==> images/met1.png <==
Scale: 4 px per um. Supply wires on this layer in gray.
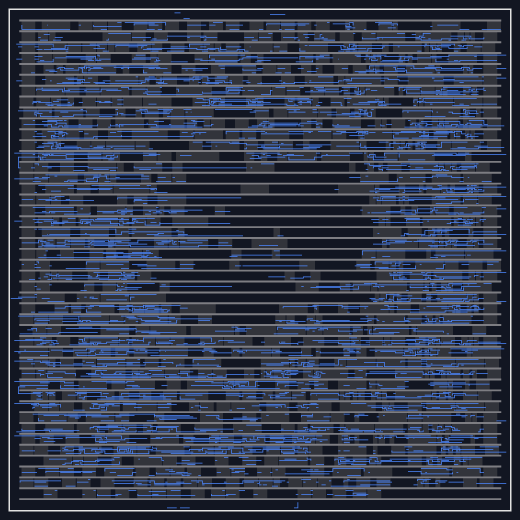
==> images/met2.png <==
Scale: 4 px per um.
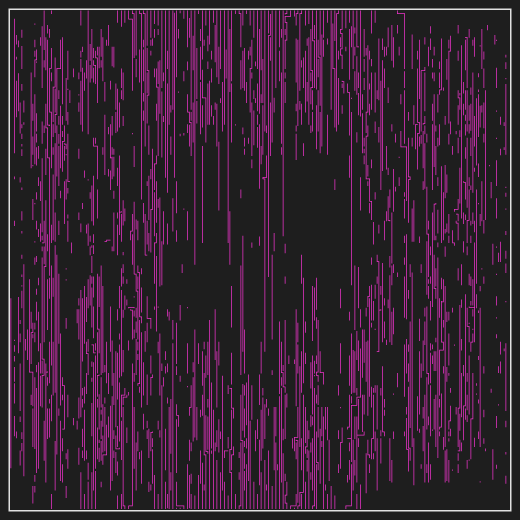
==> images/met3.png <==
Scale: 4 px per um.
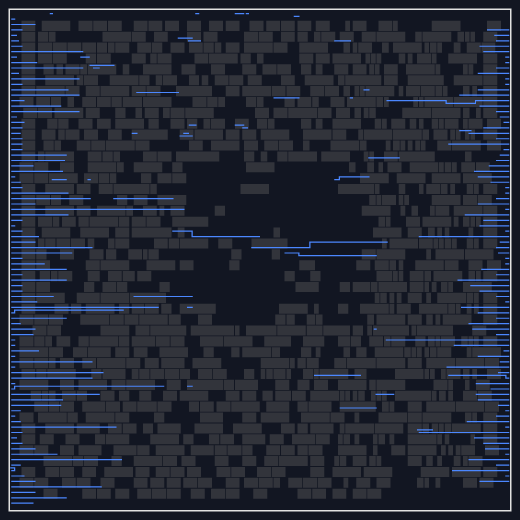
File: src/rtl/alu_share_ctrl_pkg.sv
// Shared definitions for the ALU sharing controller: ALU command encodings,
// controller state encoding and command classification helpers.
// The optional error-reporting feature is enabled with ALU_SHARE_ERR_EN.
package alu_ctrl_pkg;

  localparam int CMD_BITS = 4;

  localparam logic [CMD_BITS-1:0] CMD_ADD = 4'b0000;
  localparam logic [CMD_BITS-1:0] CMD_SUB = 4'b0010;
  localparam logic [CMD_BITS-1:0] CMD_AND = 4'b0100;
  localparam logic [CMD_BITS-1:0] CMD_OR  = 4'b0101;
  localparam logic [CMD_BITS-1:0] CMD_NOR = 4'b0110;
  localparam logic [CMD_BITS-1:0] CMD_XOR = 4'b0111;
  localparam logic [CMD_BITS-1:0] CMD_SLL = 4'b1000;
  localparam logic [CMD_BITS-1:0] CMD_SRL = 4'b1010;
  localparam logic [CMD_BITS-1:0] CMD_SRA = 4'b1001;

  typedef enum logic [1:0] {
    IDLE = 2'd0,
    EXEC = 2'd1,
    RESP = 2'd2
  } state_t;

  // Shift commands only look at the low five bits of operand B.
  function automatic logic is_shift(input logic [CMD_BITS-1:0] cmd);
    return (cmd == CMD_SLL) || (cmd == CMD_SRL) || (cmd == CMD_SRA);
  endfunction

  // True for every command the ALU actually implements.
  function automatic logic is_legal_cmd(input logic [CMD_BITS-1:0] cmd);
    logic legal;
    case (cmd)
      CMD_ADD, CMD_SUB, CMD_AND, CMD_OR, CMD_NOR,
      CMD_XOR, CMD_SLL, CMD_SRL, CMD_SRA: legal = 1'b1;
      default:                            legal = 1'b0;
    endcase
    return legal;
  endfunction

endpackage

File: src/rtl/alu_share_ctrl_if.sv
// Bundle of request, response and ALU-side signals for the ALU sharing
// controller. The slave modport is the controller itself; the master modport
// is the surrounding pipeline (both requesters plus the ALU).
// ALU_SHARE_ERR_EN adds the per-port error flags.
interface alu_share_ctrl_if #(
  parameter int WIDTH = 32,
  parameter int CMD_W = 4
);

  logic             req0_valid;
  logic             req0_ready;
  logic [WIDTH-1:0] req0_a;
  logic [WIDTH-1:0] req0_b;
  logic [CMD_W-1:0] req0_cmd;

  logic             req1_valid;
  logic             req1_ready;
  logic [WIDTH-1:0] req1_a;
  logic [WIDTH-1:0] req1_b;
  logic [CMD_W-1:0] req1_cmd;

  logic             rsp0_valid;
  logic             rsp0_ready;
  logic [WIDTH-1:0] rsp0_data;

  logic             rsp1_valid;
  logic             rsp1_ready;
  logic [WIDTH-1:0] rsp1_data;

  logic [WIDTH-1:0] alu_a;
  logic [WIDTH-1:0] alu_b;
  logic [CMD_W-1:0] alu_cmd;
  logic [WIDTH-1:0] alu_out;

`ifdef ALU_SHARE_ERR_EN
  logic             rsp0_err;
  logic             rsp1_err;
`endif

  modport slave (
    input  req0_valid, req0_a, req0_b, req0_cmd,
    input  req1_valid, req1_a, req1_b, req1_cmd,
    output req0_ready, req1_ready,
    output rsp0_valid, rsp0_data, rsp1_valid, rsp1_data,
    input  rsp0_ready, rsp1_ready,
`ifdef ALU_SHARE_ERR_EN
    output rsp0_err, rsp1_err,
`endif
    output alu_a, alu_b, alu_cmd,
    input  alu_out
  );

  modport master (
    output req0_valid, req0_a, req0_b, req0_cmd,
    output req1_valid, req1_a, req1_b, req1_cmd,
    input  req0_ready, req1_ready,
    input  rsp0_valid, rsp0_data, rsp1_valid, rsp1_data,
    output rsp0_ready, rsp1_ready,
`ifdef ALU_SHARE_ERR_EN
    input  rsp0_err, rsp1_err,
`endif
    input  alu_a, alu_b, alu_cmd,
    output alu_out
  );

endinterface

File: src/rtl/alu_share_ctrl_rr_arb2.sv
// Two-requester round-robin arbiter. The last-granted port loses a tie, and
// the pointer only moves when the owner actually wins a transaction (advance).
module rr_arb2 (
  input  logic       clk,
  input  logic       rst,
  input  logic [1:0] req,
  input  logic       advance,
  output logic [1:0] grant
);

  logic lastGrant_q;
  logic lastGrant_d;

  // A lone requester always wins; on a tie the port that was not served last
  // wins, so starting lastGrant at 1 lets port 0 take the first tie.
  always_comb begin
    grant       = 2'b00;
    lastGrant_d = lastGrant_q;
    case (req)
      2'b01:   grant = 2'b01;
      2'b10:   grant = 2'b10;
      2'b11:   grant = lastGrant_q ? 2'b01 : 2'b10;
      default: grant = 2'b00;
    endcase
    if (advance) begin
      lastGrant_d = grant[1];
    end
  end

  // Pointer register, set so that port 0 is preferred after reset.
  always_ff @(posedge clk) begin
    if (rst) begin
      lastGrant_q <= 1'b1;
    end else begin
      lastGrant_q <= lastGrant_d;
    end
  end

endmodule

File: src/rtl/alu_share_ctrl.sv
// Shares one execute-stage ALU between the EXE instruction path (port 0) and
// the address/branch-compare helper (port 1). One operation is in flight at a
// time: IDLE accepts a request, EXEC lets the ALU settle on registered
// operands and captures its result, RESP holds the result until consumed.
// Defining ALU_SHARE_ERR_EN flags illegal commands and zeroes their result.
module alu_share_ctrl
  import alu_ctrl_pkg::*;
#(
  parameter int WIDTH = 32,
  parameter int CMD_W = 4
) (
  input logic              clk,
  input logic              rst,
  alu_share_ctrl_if.slave  bus
);

  state_t           state_q, state_d;
  logic             owner_q, owner_d;
  logic [WIDTH-1:0] aluA_q, aluA_d;
  logic [WIDTH-1:0] aluB_q, aluB_d;
  logic [CMD_W-1:0] aluCmd_q, aluCmd_d;
  logic [WIDTH-1:0] rspData0_q, rspData0_d;
  logic [WIDTH-1:0] rspData1_q, rspData1_d;
  logic [WIDTH-1:0] capture;
  logic [WIDTH-1:0] selA, selB;
  logic [CMD_W-1:0] selCmd;
  logic [1:0]       grant;
  logic             take0, take1;
  logic             advance;
`ifdef ALU_SHARE_ERR_EN
  logic             rspErr0_q, rspErr0_d;
  logic             rspErr1_q, rspErr1_d;
  logic             errNow;
`endif

  rr_arb2 u_arb (
    .clk     (clk),
    .rst     (rst),
    .req     ({bus.req1_valid, bus.req0_valid}),
    .advance (advance),
    .grant   (grant)
  );

  // Next-state, handshake and capture logic. Shift amounts are trimmed to
  // five bits on the way into the operand register so the ALU never sees an
  // out-of-range shift.
  always_comb begin
    state_d        = state_q;
    owner_d        = owner_q;
    aluA_d         = aluA_q;
    aluB_d         = aluB_q;
    aluCmd_d       = aluCmd_q;
    rspData0_d     = rspData0_q;
    rspData1_d     = rspData1_q;
    take0          = 1'b0;
    take1          = 1'b0;
    advance        = 1'b0;
    bus.rsp0_valid = 1'b0;
    bus.rsp1_valid = 1'b0;
    selA           = grant[1] ? bus.req1_a   : bus.req0_a;
    selB           = grant[1] ? bus.req1_b   : bus.req0_b;
    selCmd         = grant[1] ? bus.req1_cmd : bus.req0_cmd;
    capture        = bus.alu_out;
`ifdef ALU_SHARE_ERR_EN
    rspErr0_d      = rspErr0_q;
    rspErr1_d      = rspErr1_q;
    errNow         = !is_legal_cmd(aluCmd_q);
    if (errNow) begin
      capture = '0;
    end
`endif
    case (state_q)
      IDLE: begin
        if (!rst) begin
          take0 = grant[0];
          take1 = grant[1];
        end
        if (take0 || take1) begin
          advance  = 1'b1;
          owner_d  = take1;
          aluA_d   = selA;
          aluB_d   = is_shift(selCmd) ? {{(WIDTH-5){1'b0}}, selB[4:0]} : selB;
          aluCmd_d = selCmd;
          state_d  = EXEC;
        end
      end
      EXEC: begin
        if (owner_q) begin
          rspData1_d = capture;
`ifdef ALU_SHARE_ERR_EN
          rspErr1_d  = errNow;
`endif
        end else begin
          rspData0_d = capture;
`ifdef ALU_SHARE_ERR_EN
          rspErr0_d  = errNow;
`endif
        end
        state_d = RESP;
      end
      RESP: begin
        bus.rsp0_valid = !owner_q;
        bus.rsp1_valid = owner_q;
        if ((!owner_q && bus.rsp0_ready) || (owner_q && bus.rsp1_ready)) begin
          state_d = IDLE;
        end
      end
      default: state_d = IDLE;
    endcase
    bus.req0_ready = take0;
    bus.req1_ready = take1;
  end

  // State and datapath registers; reset drops any in-flight operation.
  always_ff @(posedge clk) begin
    if (rst) begin
      state_q    <= IDLE;
      owner_q    <= 1'b0;
      aluA_q     <= '0;
      aluB_q     <= '0;
      aluCmd_q   <= '0;
      rspData0_q <= '0;
      rspData1_q <= '0;
`ifdef ALU_SHARE_ERR_EN
      rspErr0_q  <= 1'b0;
      rspErr1_q  <= 1'b0;
`endif
    end else begin
      state_q    <= state_d;
      owner_q    <= owner_d;
      aluA_q     <= aluA_d;
      aluB_q     <= aluB_d;
      aluCmd_q   <= aluCmd_d;
      rspData0_q <= rspData0_d;
      rspData1_q <= rspData1_d;
`ifdef ALU_SHARE_ERR_EN
      rspErr0_q  <= rspErr0_d;
      rspErr1_q  <= rspErr1_d;
`endif
    end
  end

  assign bus.alu_a     = aluA_q;
  assign bus.alu_b     = aluB_q;
  assign bus.alu_cmd   = aluCmd_q;
  assign bus.rsp0_data = rspData0_q;
  assign bus.rsp1_data = rspData1_q;
`ifdef ALU_SHARE_ERR_EN
  assign bus.rsp0_err  = rspErr0_q;
  assign bus.rsp1_err  = rspErr1_q;
`endif

endmodule

File: src/flat_wrapper.sv
// flat-port wrapper written by rule: the top's interface ports become plain ports
module alu_share_ctrl_flat import alu_ctrl_pkg::*;
#(
  parameter int WIDTH = 32,
  parameter int CMD_W = 4
)
  (clk, rst, bus_req0_valid, bus_req0_a, bus_req0_b, bus_req0_cmd, bus_req1_valid, bus_req1_a, bus_req1_b, bus_req1_cmd, bus_req0_ready, bus_req1_ready, bus_rsp0_valid, bus_rsp0_data, bus_rsp1_valid, bus_rsp1_data, bus_rsp0_ready, bus_rsp1_ready, bus_alu_a, bus_alu_b, bus_alu_cmd, bus_alu_out);
  alu_share_ctrl_if #(.WIDTH(WIDTH), .CMD_W(CMD_W)) bus_i ();
  input logic clk;
  input logic rst;
  input wire logic [$bits(bus_i.req0_valid)-1:0] bus_req0_valid;
  input wire logic [$bits(bus_i.req0_a)-1:0] bus_req0_a;
  input wire logic [$bits(bus_i.req0_b)-1:0] bus_req0_b;
  input wire logic [$bits(bus_i.req0_cmd)-1:0] bus_req0_cmd;
  input wire logic [$bits(bus_i.req1_valid)-1:0] bus_req1_valid;
  input wire logic [$bits(bus_i.req1_a)-1:0] bus_req1_a;
  input wire logic [$bits(bus_i.req1_b)-1:0] bus_req1_b;
  input wire logic [$bits(bus_i.req1_cmd)-1:0] bus_req1_cmd;
  output wire logic [$bits(bus_i.req0_ready)-1:0] bus_req0_ready;
  output wire logic [$bits(bus_i.req1_ready)-1:0] bus_req1_ready;
  output wire logic [$bits(bus_i.rsp0_valid)-1:0] bus_rsp0_valid;
  output wire logic [$bits(bus_i.rsp0_data)-1:0] bus_rsp0_data;
  output wire logic [$bits(bus_i.rsp1_valid)-1:0] bus_rsp1_valid;
  output wire logic [$bits(bus_i.rsp1_data)-1:0] bus_rsp1_data;
  input wire logic [$bits(bus_i.rsp0_ready)-1:0] bus_rsp0_ready;
  input wire logic [$bits(bus_i.rsp1_ready)-1:0] bus_rsp1_ready;
  output wire logic [$bits(bus_i.alu_a)-1:0] bus_alu_a;
  output wire logic [$bits(bus_i.alu_b)-1:0] bus_alu_b;
  output wire logic [$bits(bus_i.alu_cmd)-1:0] bus_alu_cmd;
  input wire logic [$bits(bus_i.alu_out)-1:0] bus_alu_out;
  assign bus_i.req0_valid = bus_req0_valid;
  assign bus_i.req0_a = bus_req0_a;
  assign bus_i.req0_b = bus_req0_b;
  assign bus_i.req0_cmd = bus_req0_cmd;
  assign bus_i.req1_valid = bus_req1_valid;
  assign bus_i.req1_a = bus_req1_a;
  assign bus_i.req1_b = bus_req1_b;
  assign bus_i.req1_cmd = bus_req1_cmd;
  assign bus_req0_ready = bus_i.req0_ready;
  assign bus_req1_ready = bus_i.req1_ready;
  assign bus_rsp0_valid = bus_i.rsp0_valid;
  assign bus_rsp0_data = bus_i.rsp0_data;
  assign bus_rsp1_valid = bus_i.rsp1_valid;
  assign bus_rsp1_data = bus_i.rsp1_data;
  assign bus_i.rsp0_ready = bus_rsp0_ready;
  assign bus_i.rsp1_ready = bus_rsp1_ready;
  assign bus_alu_a = bus_i.alu_a;
  assign bus_alu_b = bus_i.alu_b;
  assign bus_alu_cmd = bus_i.alu_cmd;
  assign bus_i.alu_out = bus_alu_out;
  alu_share_ctrl #(.WIDTH(WIDTH), .CMD_W(CMD_W)) u_core (.clk(clk), .rst(rst), .bus(bus_i));
endmodule
File: config.mk
export PLATFORM = sky130hd
export DESIGN_NAME = alu_share_ctrl_flat
export DESIGN_NICKNAME = d
export VERILOG_FILES = /design/src/rtl/alu_share_ctrl_pkg.sv /design/src/rtl/alu_share_ctrl_if.sv /design/src/rtl/alu_share_ctrl_rr_arb2.sv /design/src/rtl/alu_share_ctrl.sv /design/src/flat_wrapper.sv
export SDC_FILE = /design/constraint.sdc
export NUM_CORES = 1
export LEC_CHECK = 0
export CORE_MARGIN = 2
export CORE_UTILIZATION = 40
export DETAILED_ROUTE_END_ITERATION = 10
export HOLD_SLACK_MARGIN = 0.06
export PLACE_DENSITY = 0.78
export SLEW_MARGIN = 5
export SYNTH_ARGS = -nofsm -noshare
export SYNTH_HDL_FRONTEND = slang
export SYNTH_SLANG_ARGS = --single-unit
File: constraint.sdc
create_clock -name clk -period 2 [get_ports clk]
set_input_delay 0.6 -clock clk [delete_from_list [all_inputs] [get_ports clk]]
set_output_delay 0.6 -clock clk [all_outputs]
set_load 0.005 [all_outputs]
==> results.sh <==
# implementation run metrics
export IMPL_warning_count=26
export IMPL_diodes=2
export IMPL_drc_errors=0
export IMPL_leakage_uw=0.00356
export IMPL_hold_viol=0
export IMPL_core_area_sq_um=14400
export IMPL_comb_area_share_pct=29.1
export IMPL_wl_met2_um=9850
export IMPL_fin_ws_ns=0.0625
export IMPL_seq_area_sq_um=2720
export IMPL_n_all_buffers=335
export IMPL_drv_slew=0
export IMPL_preCtsSetupSlack_ns=-0.725
export IMPL_maxSlewHeadroom_pct=20.0
export IMPL_fp_dieW_um=125
export IMPL_report_final_setup_viol=0
export IMPL_area_share_clock_buf_inv_pct=5.77
export IMPL_min_period_over_period_pct=96.9
export IMPL_syn_cell_area_sq_um=5860
export IMPL_total_power_uw=7690
export IMPL_initial_core_util_pct=40.6
export IMPL_hp_class="reg2reg"
export IMPL_logic_gates=425
export IMPL_cts_root_buf="clkbuf_16"
export IMPL_fin_util_pct=67.8
export IMPL_synth_async_reset_ratio_pct=0
export IMPL_drive_above_1_share_pct=9.99
export IMPL_post_route_cell_area_sq_um=9770
export IMPL_flops=136
export IMPL_topCellsByArea="dfxtp_1 (46%), mux2i_1 (12%), a21oi_1 (9.1%)"
export IMPL_synth_area_per_cell_sq_um=9.31
export IMPL_netlist_instances=629
export IMPL_cp_max_fo=11
export IMPL_cts_max_level=4
export IMPL_yosysChipArea_sq_um=5860
export IMPL_inv_count=4
export IMPL_ys_seq_elements=136
export IMPL_final_net_count=1093
export IMPL_rr_startpoint="u_core.state_q[0]$_SDFFE_PP0P_"
export IMPL_yosys_stat_seqShare_pct=46.5
export IMPL_dp_cells=1083
export IMPL_largest_class="non-clock buffers"
export IMPL_tightest_slew_ns=1.20
export IMPL_fp_dieH_um=125
export IMPL_layout_area_comb_sq_um=2840
export IMPL_crit_type="reg2out"
export IMPL_min_from="u_core.bus.rsp1_data[5]$_SDFFE_PP0P_"
export IMPL_finalClockSkew_ns=0.00750
export IMPL_io_buffers=309
export IMPL_grt_pass1_wl_um=31500
export IMPL_cts_sinks=136
export IMPL_via_per_inst=5.22
export IMPL_reg2reg_to="u_core.bus.alu_b[27]$_SDFFE_PP0P_"
export IMPL_cp_required_ns=1.40
export IMPL_fin_crit_ns=1.94
export IMPL_grt_max_degree=56
export IMPL_synthTopCellsByCount="dfxtp_1 (136), nand2_1 (131), a21oi_1 (106)"
export IMPL_synth_nets=803
export IMPL_fillers=1155
export IMPL_ir_drop_mv=0.556
export IMPL_wl_per_cell_um=17.8
export IMPL_first_global_vias=5837
export IMPL_rsz0062_at_grt="false"
export IMPL_numCtsBuffers=17
export IMPL_wl_met3_um=1560
export IMPL_ioPinCount=310
export IMPL_place_hpwl_um=13800
export IMPL_yosys_most_used_dff="dfxtp_1"
export IMPL_grt_util_all_layers_pct=25.1
export IMPL_row_count=44
export IMPL_ys_types=35
export IMPL_clkbuf_count=22
export IMPL_syn_to_final_growth_pct=66.9
export IMPL_grt_ovfl_total=0
export IMPL_status="completed"
export IMPL_tapCellCount=184
export IMPL_clk_pin_slew_ns=0.06
export IMPL_maxCapViolations=0
export IMPL_dpl_cell_area_sq_um=9180
export IMPL_sh_seq_area_pct=27.9
export IMPL_crit_arrival_ns=1.34
export IMPL_synth_stat_cells=629
export IMPL_most_common_cell="dfxtp_1"
export IMPL_tns_ns=0
export IMPL_dieArea_sq_um=15600
export IMPL_power_density_nw_per_um2=787
export IMPL_r2r_slack_ns=0.18
export IMPL_buffer_area_share_pct=34.7
export IMPL_antenna_found_initial=2
export IMPL_antenna_left=0
export IMPL_cts_hold_buf=0
export IMPL_routabilityCongestion=0.787
export IMPL_synth_top_area_share_pct=46.5
export IMPL_mostFrequentLayoutCell="clkdlybuf4s50_1"
export IMPL_drt_pass1_iterations=5
export IMPL_final_cells=1117
export IMPL_max_freq_mhz=516
export IMPL_layout_cells_most_common_list="clkdlybuf4s50_1 (302), dfxtp_1 (135), nand2_1 (131)"
export IMPL_synth_edff_count=0
export IMPL_top_layer="met4"
export IMPL_synth_largest_area_cell="dfxtp_1"
export IMPL_startpoint_type="flop"
export IMPL_dr_first_iter_drc_count=323
export IMPL_cp_end_kind="output port"
export IMPL_clock_path_buffers=2
export IMPL_cts_tree="done"
export IMPL_met1_length_um=8080
export IMPL_hold_path_cell_count=2
export IMPL_ff2ff_path_depth=6
export IMPL_ys_warn_count=0
export IMPL_min_to="u_core.bus.rsp1_data[5]$_SDFFE_PP0P_"
export IMPL_clk_latency_ns=0.42
export IMPL_holdWs_ns=0.450
Notes on met1.png above:
main direction	horizontal
share of all routed wire	41%
wire length on this layer	8080 um
longest straight run	35.9 um
nets with wire on the layer	946
GR Util met1: 28.8%
drt total wl: 19900 um

Notes on met2.png above:
share of all routed wire	49%
nets with wire on the layer	932
wire length on this layer	9850 um
longest straight run	63.4 um
main direction	vertical
met2 Track Usage GR: 43.2%
routed vias: 5833

Notes on met3.png above:
nets with wire on the layer	189
longest straight run	43.0 um

[worst max-delay path by stage]
stage                                   startpoint              to  cells past startpoint
floorplan                           bus_req1_valid  bus_req1_ready                      5
global placement                    bus_req0_valid  bus_req0_ready                      4
detailed placement                  bus_req0_valid  bus_req0_ready                      4
CTS                 u_core.state_q[0]$_SDFFE_PP0P_  bus_rsp1_valid                      3
global route        u_core.state_q[0]$_SDFFE_PP0P_  bus_req1_ready                      4
finish              u_core.state_q[0]$_SDFFE_PP0P_  bus_rsp1_valid                      3
[worst max-delay path: stages, from the launching register on]
cell and delay [ns]:
dfxtp_2 0.33, buf_8 0.14, and3b_1 0.24, clkdlybuf4s15_1 0.23
[report_power, final]
part           switching (uW)  internal, uW
registers                 113          2910
clock network            1160          1880
logic                     679           946
total                    1950          5740
[cell families (layout without fill, tap and decap cells)]
family / Yosys count / count (layout) / share of synthesized area (%)
AOI/OAI and AO/OA: 206 / 206 / 25.4
and+or+nand+nor: 150 / 150 / 10.9
DFF: 136 / 136 / 46.5
muxes: 69 / 69 / 11.8
buffers and inverters: 68 / 370 / 5.51
other: 0 / 2 / 0
[layer usage]
layer | vias to the layer above | track usage (%)
met3 | 34 | 8.99
met4 | 0 | 9.08
met2 | 219 | 43.2
met5 | - | 0
li1 | 2852 | -
met1 | 2728 | 28.8
[repair_timing]
action | in CTS | in global routing
endpoints found under the setup margin | 63 | 23
cloned | 0 | 0
buffers inserted | 0 | 1
resized | 21 | 4
pin swaps | 1 | 1
[flip-flops by register name, indices dropped and copies added (netlist names)]
register                  flops
u_core.bus.alu_a             32
u_core.bus.rsp0_data         32
u_core.bus.alu_cmd            4
u_core.bus.rsp1_data         32
u_core.state_q                2
u_core.u_arb.lastGrant_q      1
u_core.owner_q                1
u_core.bus.alu_b             32
